`config.mk`:
```
export PLATFORM = sky130hd
export DESIGN_NAME = shift_sequencer_flat
export DESIGN_NICKNAME = d
export VERILOG_FILES = /design/src/rtl/shift_sequencer_if.sv /design/src/rtl/shift_sequencer.sv /design/src/flat_wrapper.sv
export SDC_FILE = /design/constraint.sdc
export NUM_CORES = 1
export LEC_CHECK = 0
export CAP_MARGIN = 20
export CORE_MARGIN = 2
export CORE_UTILIZATION = 35
export DETAILED_ROUTE_END_ITERATION = 6
export GPL_ROUTABILITY_DRIVEN = 0
export PLACE_DENSITY = 0.76
export REMOVE_ABC_BUFFERS = 1
export SLEW_MARGIN = 5
export SYNTH_ARGS = -nofsm -noshare
export SYNTH_HDL_FRONTEND = slang
export SYNTH_SLANG_ARGS = --single-unit
```
`constraint.sdc`:
```
create_clock -name clk -period 1.31 [get_ports clk]
set_input_delay 0.131 -clock clk [delete_from_list [all_inputs] [get_ports clk]]
set_output_delay 0.131 -clock clk [all_outputs]
set_load 0.01 [all_outputs]
```
`src/rtl/shift_sequencer_if.sv`:
```
// Handshake and register-side signals between a shift requester and shift_sequencer.
interface shift_sequencer_if #(
    parameter int DATA_WIDTH = 16,
    parameter int AMT_WIDTH  = 5
);
    logic                  start;
    logic                  dir;
    logic [1:0]            mode;
    logic [AMT_WIDTH-1:0]  amount;
    logic                  abort;
    logic [DATA_WIDTH-1:0] reg_out;
    logic                  sr;
    logic                  sl;
    logic                  ir;
    logic                  il;
    logic                  busy;
    logic                  done;

    modport master (
        output start, dir, mode, amount, abort, reg_out,
        input  sr, sl, ir, il, busy, done
    );

    modport slave (
        input  start, dir, mode, amount, abort, reg_out,
        output sr, sl, ir, il, busy, done
    );
endinterface

```
`src/rtl/shift_sequencer.sv`:
```
// Multi-cycle shift/rotate sequencer driving the serial-shift controls of a register.
//
// state    | meaning
// ---------+-----------------------------------------------------------
// ST_IDLE  | waiting for start; latches dir/mode/effective count
// ST_SHIFT | one sr or sl strobe per cycle, count decrements
// ST_DONE  | one-cycle done pulse, then back to idle
module shift_sequencer #(
    parameter int DATA_WIDTH = 16,
    parameter int AMT_WIDTH  = 5
) (
    input logic               clk,
    input logic               rst_n,
    shift_sequencer_if.slave  bus
);
    localparam int LW = $clog2(DATA_WIDTH);
    localparam int CW = LW + 1;
    localparam int EW = (AMT_WIDTH > CW) ? AMT_WIDTH : CW;

    typedef enum logic [1:0] {
        ST_IDLE  = 2'd0,
        ST_SHIFT = 2'd1,
        ST_DONE  = 2'd2
    } state_t;

    state_t          r_state;
    logic [CW-1:0]   r_cnt;
    logic            r_dir;
    logic [1:0]      r_mode;
    logic            r_busy;
    logic            r_done;

    logic [EW-1:0]   w_amt_ext;
    logic [CW-1:0]   w_cnt_eff;
    logic            w_shift;
    logic            w_ir;
    logic            w_il;

    // Effective count: rotate wraps modulo the width, shifts saturate at the width.
    always_comb begin
        w_amt_ext = EW'(bus.amount);
        w_cnt_eff = '0;
        if (bus.mode == 2'b10) begin
            w_cnt_eff = CW'(w_amt_ext[LW-1:0]);
        end else if (w_amt_ext >= EW'(DATA_WIDTH)) begin
            w_cnt_eff = CW'(DATA_WIDTH);
        end else begin
            w_cnt_eff = CW'(w_amt_ext);
        end
    end

    // Sequencing FSM with registered busy/done.
    always_ff @(posedge clk or negedge rst_n) begin
        if (!rst_n) begin
            r_state <= ST_IDLE;
            r_cnt   <= '0;
            r_dir   <= 1'b0;
            r_mode  <= 2'b00;
            r_busy  <= 1'b0;
            r_done  <= 1'b0;
        end else begin
            case (r_state)
                ST_IDLE: begin
                    r_done <= 1'b0;
                    if (bus.start) begin
                        r_dir  <= bus.dir;
                        r_mode <= bus.mode;
                        r_cnt  <= w_cnt_eff;
                        if (w_cnt_eff == '0) begin
                            r_state <= ST_DONE;
                            r_done  <= 1'b1;
                        end else begin
                            r_state <= ST_SHIFT;
                            r_busy  <= 1'b1;
                        end
                    end
                end
                ST_SHIFT: begin
                    r_cnt <= r_cnt - CW'(1);
                    // Abort still lets this cycle's strobe land; it only skips done.
                    if (bus.abort) begin
                        r_state <= ST_IDLE;
                        r_busy  <= 1'b0;
                        r_cnt   <= '0;
                    end else if (r_cnt == CW'(1)) begin
                        r_state <= ST_DONE;
                        r_busy  <= 1'b0;
                        r_done  <= 1'b1;
                    end
                end
                ST_DONE: begin
                    r_state <= ST_IDLE;
                    r_done  <= 1'b0;
                end
                default: begin
                    r_state <= ST_IDLE;
                    r_busy  <= 1'b0;
                    r_done  <= 1'b0;
                end
            endcase
        end
    end

    // Serial-in bits follow the live register value so each shift sees the previous one.
    always_comb begin
        w_shift = (r_state == ST_SHIFT);
        w_ir    = 1'b0;
        w_il    = 1'b0;
        if (w_shift) begin
            case (r_mode)
                2'b01:   w_ir = bus.reg_out[DATA_WIDTH-1];
                2'b10: begin
                    w_ir = bus.reg_out[0];
                    w_il = bus.reg_out[DATA_WIDTH-1];
                end
                default: begin
                    w_ir = 1'b0;
                    w_il = 1'b0;
                end
            endcase
        end
    end

    assign bus.sr   = w_shift & ~r_dir;
    assign bus.sl   = w_shift &  r_dir;
    assign bus.ir   = w_ir;
    assign bus.il   = w_il;
    assign bus.busy = r_busy;
    assign bus.done = r_done;
endmodule

```
`src/flat_wrapper.sv`:
```
// flat-port wrapper written by rule: the top's interface ports become plain ports
module shift_sequencer_flat 
#(
    parameter int DATA_WIDTH = 16,
    parameter int AMT_WIDTH  = 5
)
  (clk, rst_n, bus_start, bus_dir, bus_mode, bus_amount, bus_abort, bus_reg_out, bus_sr, bus_sl, bus_ir, bus_il, bus_busy, bus_done);
  shift_sequencer_if #(.DATA_WIDTH(DATA_WIDTH), .AMT_WIDTH(AMT_WIDTH)) bus_i ();
  input logic clk;
  input logic rst_n;
  input wire logic [$bits(bus_i.start)-1:0] bus_start;
  input wire logic [$bits(bus_i.dir)-1:0] bus_dir;
  input wire logic [$bits(bus_i.mode)-1:0] bus_mode;
  input wire logic [$bits(bus_i.amount)-1:0] bus_amount;
  input wire logic [$bits(bus_i.abort)-1:0] bus_abort;
  input wire logic [$bits(bus_i.reg_out)-1:0] bus_reg_out;
  output wire logic [$bits(bus_i.sr)-1:0] bus_sr;
  output wire logic [$bits(bus_i.sl)-1:0] bus_sl;
  output wire logic [$bits(bus_i.ir)-1:0] bus_ir;
  output wire logic [$bits(bus_i.il)-1:0] bus_il;
  output wire logic [$bits(bus_i.busy)-1:0] bus_busy;
  output wire logic [$bits(bus_i.done)-1:0] bus_done;
  assign bus_i.start = bus_start;
  assign bus_i.dir = bus_dir;
  assign bus_i.mode = bus_mode;
  assign bus_i.amount = bus_amount;
  assign bus_i.abort = bus_abort;
  assign bus_i.reg_out = bus_reg_out;
  assign bus_sr = bus_i.sr;
  assign bus_sl = bus_i.sl;
  assign bus_ir = bus_i.ir;
  assign bus_il = bus_i.il;
  assign bus_busy = bus_i.busy;
  assign bus_done = bus_i.done;
  shift_sequencer #(.DATA_WIDTH(DATA_WIDTH), .AMT_WIDTH(AMT_WIDTH)) u_core (.clk(clk), .rst_n(rst_n), .bus(bus_i));
endmodule
```
Floorplan with the power grid:
Pins as bars on the die edge. Tap cells in gray.
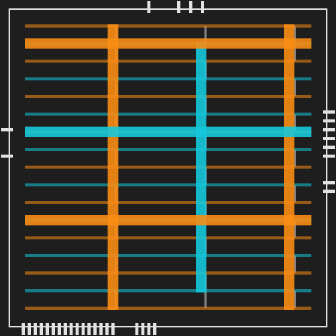
legend:
  VSS:
    color: orange
  VDD:
    color: cyan
met4 straps: 3
rows: 16

Placement by cell class:
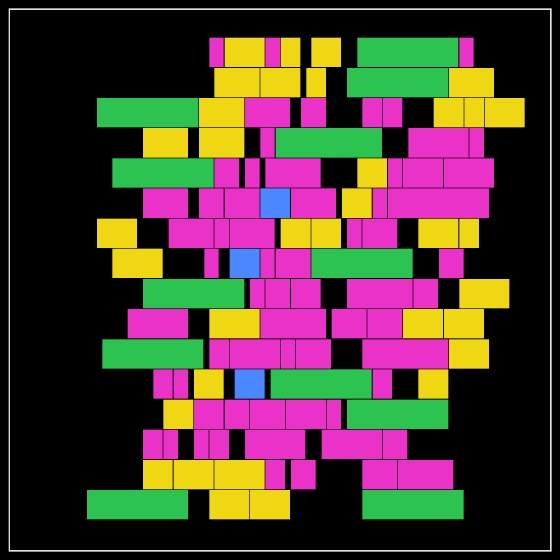
legend:
  other buffers and delay cells:
    color: yellow
    cells: 34
  all other logic:
    color: magenta
    cells: 64
  flops:
    color: green
    cells: 12
  cells driving clock nets:
    color: blue
    cells: 3

Clock wires, drivers and flops:
Bar = 10 um.
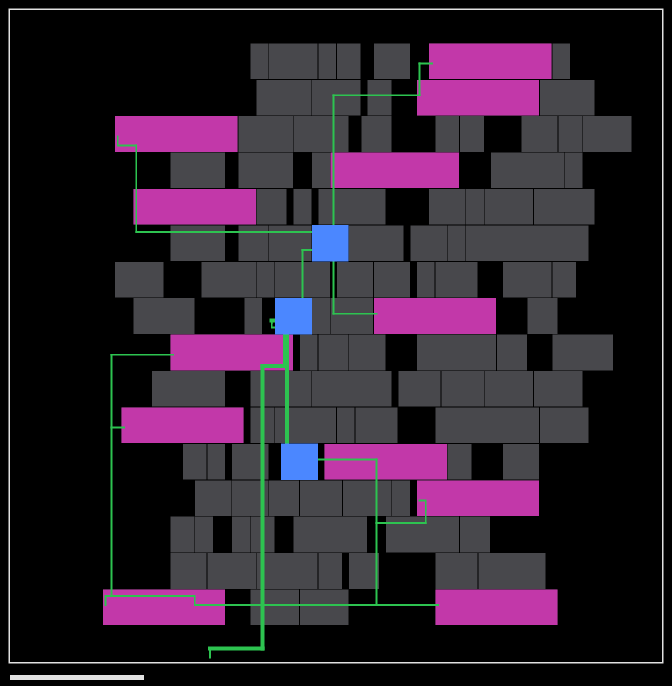
legend:
  flip-flops:
    color: magenta
    count: 12
  clock wires:
    color: green
    length: 177 um
  cells driving clock nets:
    color: blue
    count: 3
routed clock nets: 4

==> flow_metrics.env <==
# implementation run metrics
export IMPL_register_area_sq_um=302
export IMPL_sh_comb_area_pct=42.0
export IMPL_wl_met2_um=1080
export IMPL_setup_viol=8
export IMPL_comb_power_uw=1470
export IMPL_hold_violations=0
export IMPL_synthAdderAreaFrac_pct=7.16
export IMPL_ctsHoldBuffers=0
export IMPL_numSynthFlops=12
export IMPL_chip_area_sq_mm=0.00237
export IMPL_violations="negative setup slack"
export IMPL_r2r_setup_slack_ps=-90
export IMPL_fin_tns_setup_ps=-542
export IMPL_fin_util_pct=61.7
export IMPL_fin_ws_ps=-112
export IMPL_outcome="finished, violations left"
export IMPL_slowest_delay_ps=400
export IMPL_htreeDepth=1
export IMPL_busiest_layer="met2"
export IMPL_yosysTopAreaCell="dfrtp_1"
Wiring by layer:
Bar = 10 um.
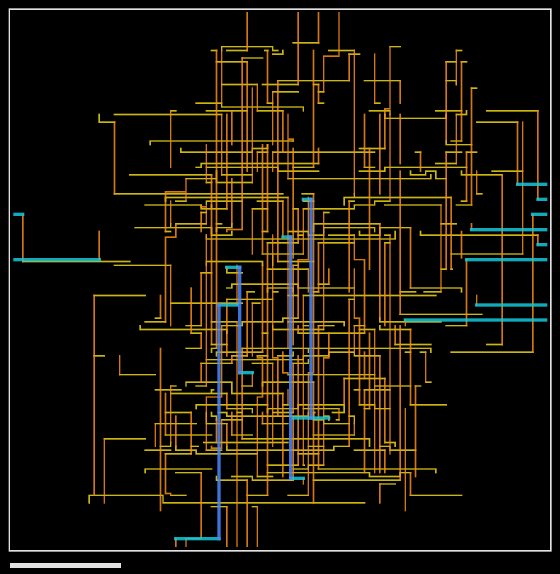
legend:
  met3:
    color: cyan
    wire_length: 59.6 um
  met1:
    color: yellow
    wire_length: 864 um
  met4:
    color: blue
    wire_length: 72.1 um
  met2:
    color: orange
    wire_length: 1080 um

Congestion heat map:
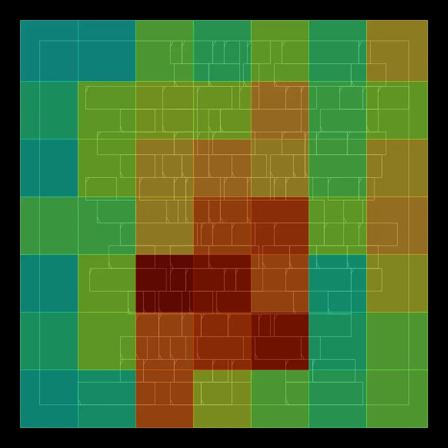
met2 Usage GRT: 31.5%
routing usage on met1: 21.0%
WL per Instance: 14.8 um
GRT Total Usage: 18.0%

==> cells in the final DEF (no fill, tap or decap), types with 2 or more instances in the layout <==
cell type and n:
a21oi_1 3, inv_1 3, dlymetal6s2s_1 4, o21ai_2 4, and3_1 2, buf_2 3, a21oi_4 2, ha_2 2
o21ai_0 3, nor2_2 4, clkbuf_4 3, dfrtp_1 11, clkdlybuf4s50_1 11, buf_6 5, nor3_1 2, nor2_4 2
buf_4 10, inv_2 2, nor2_1 4, a22o_1 2, nand2_1 9
==> sequential cells by signal (all words and copies together), names as in the netlist <==
| register | count |
|---|---|
| u_core.bus.done | 1 |
| u_core.r_state | 2 |
| u_core.bus.busy | 1 |
| u_core.r_cnt | 5 |
| u_core.r_dir | 1 |
| u_core.r_mode | 2 |
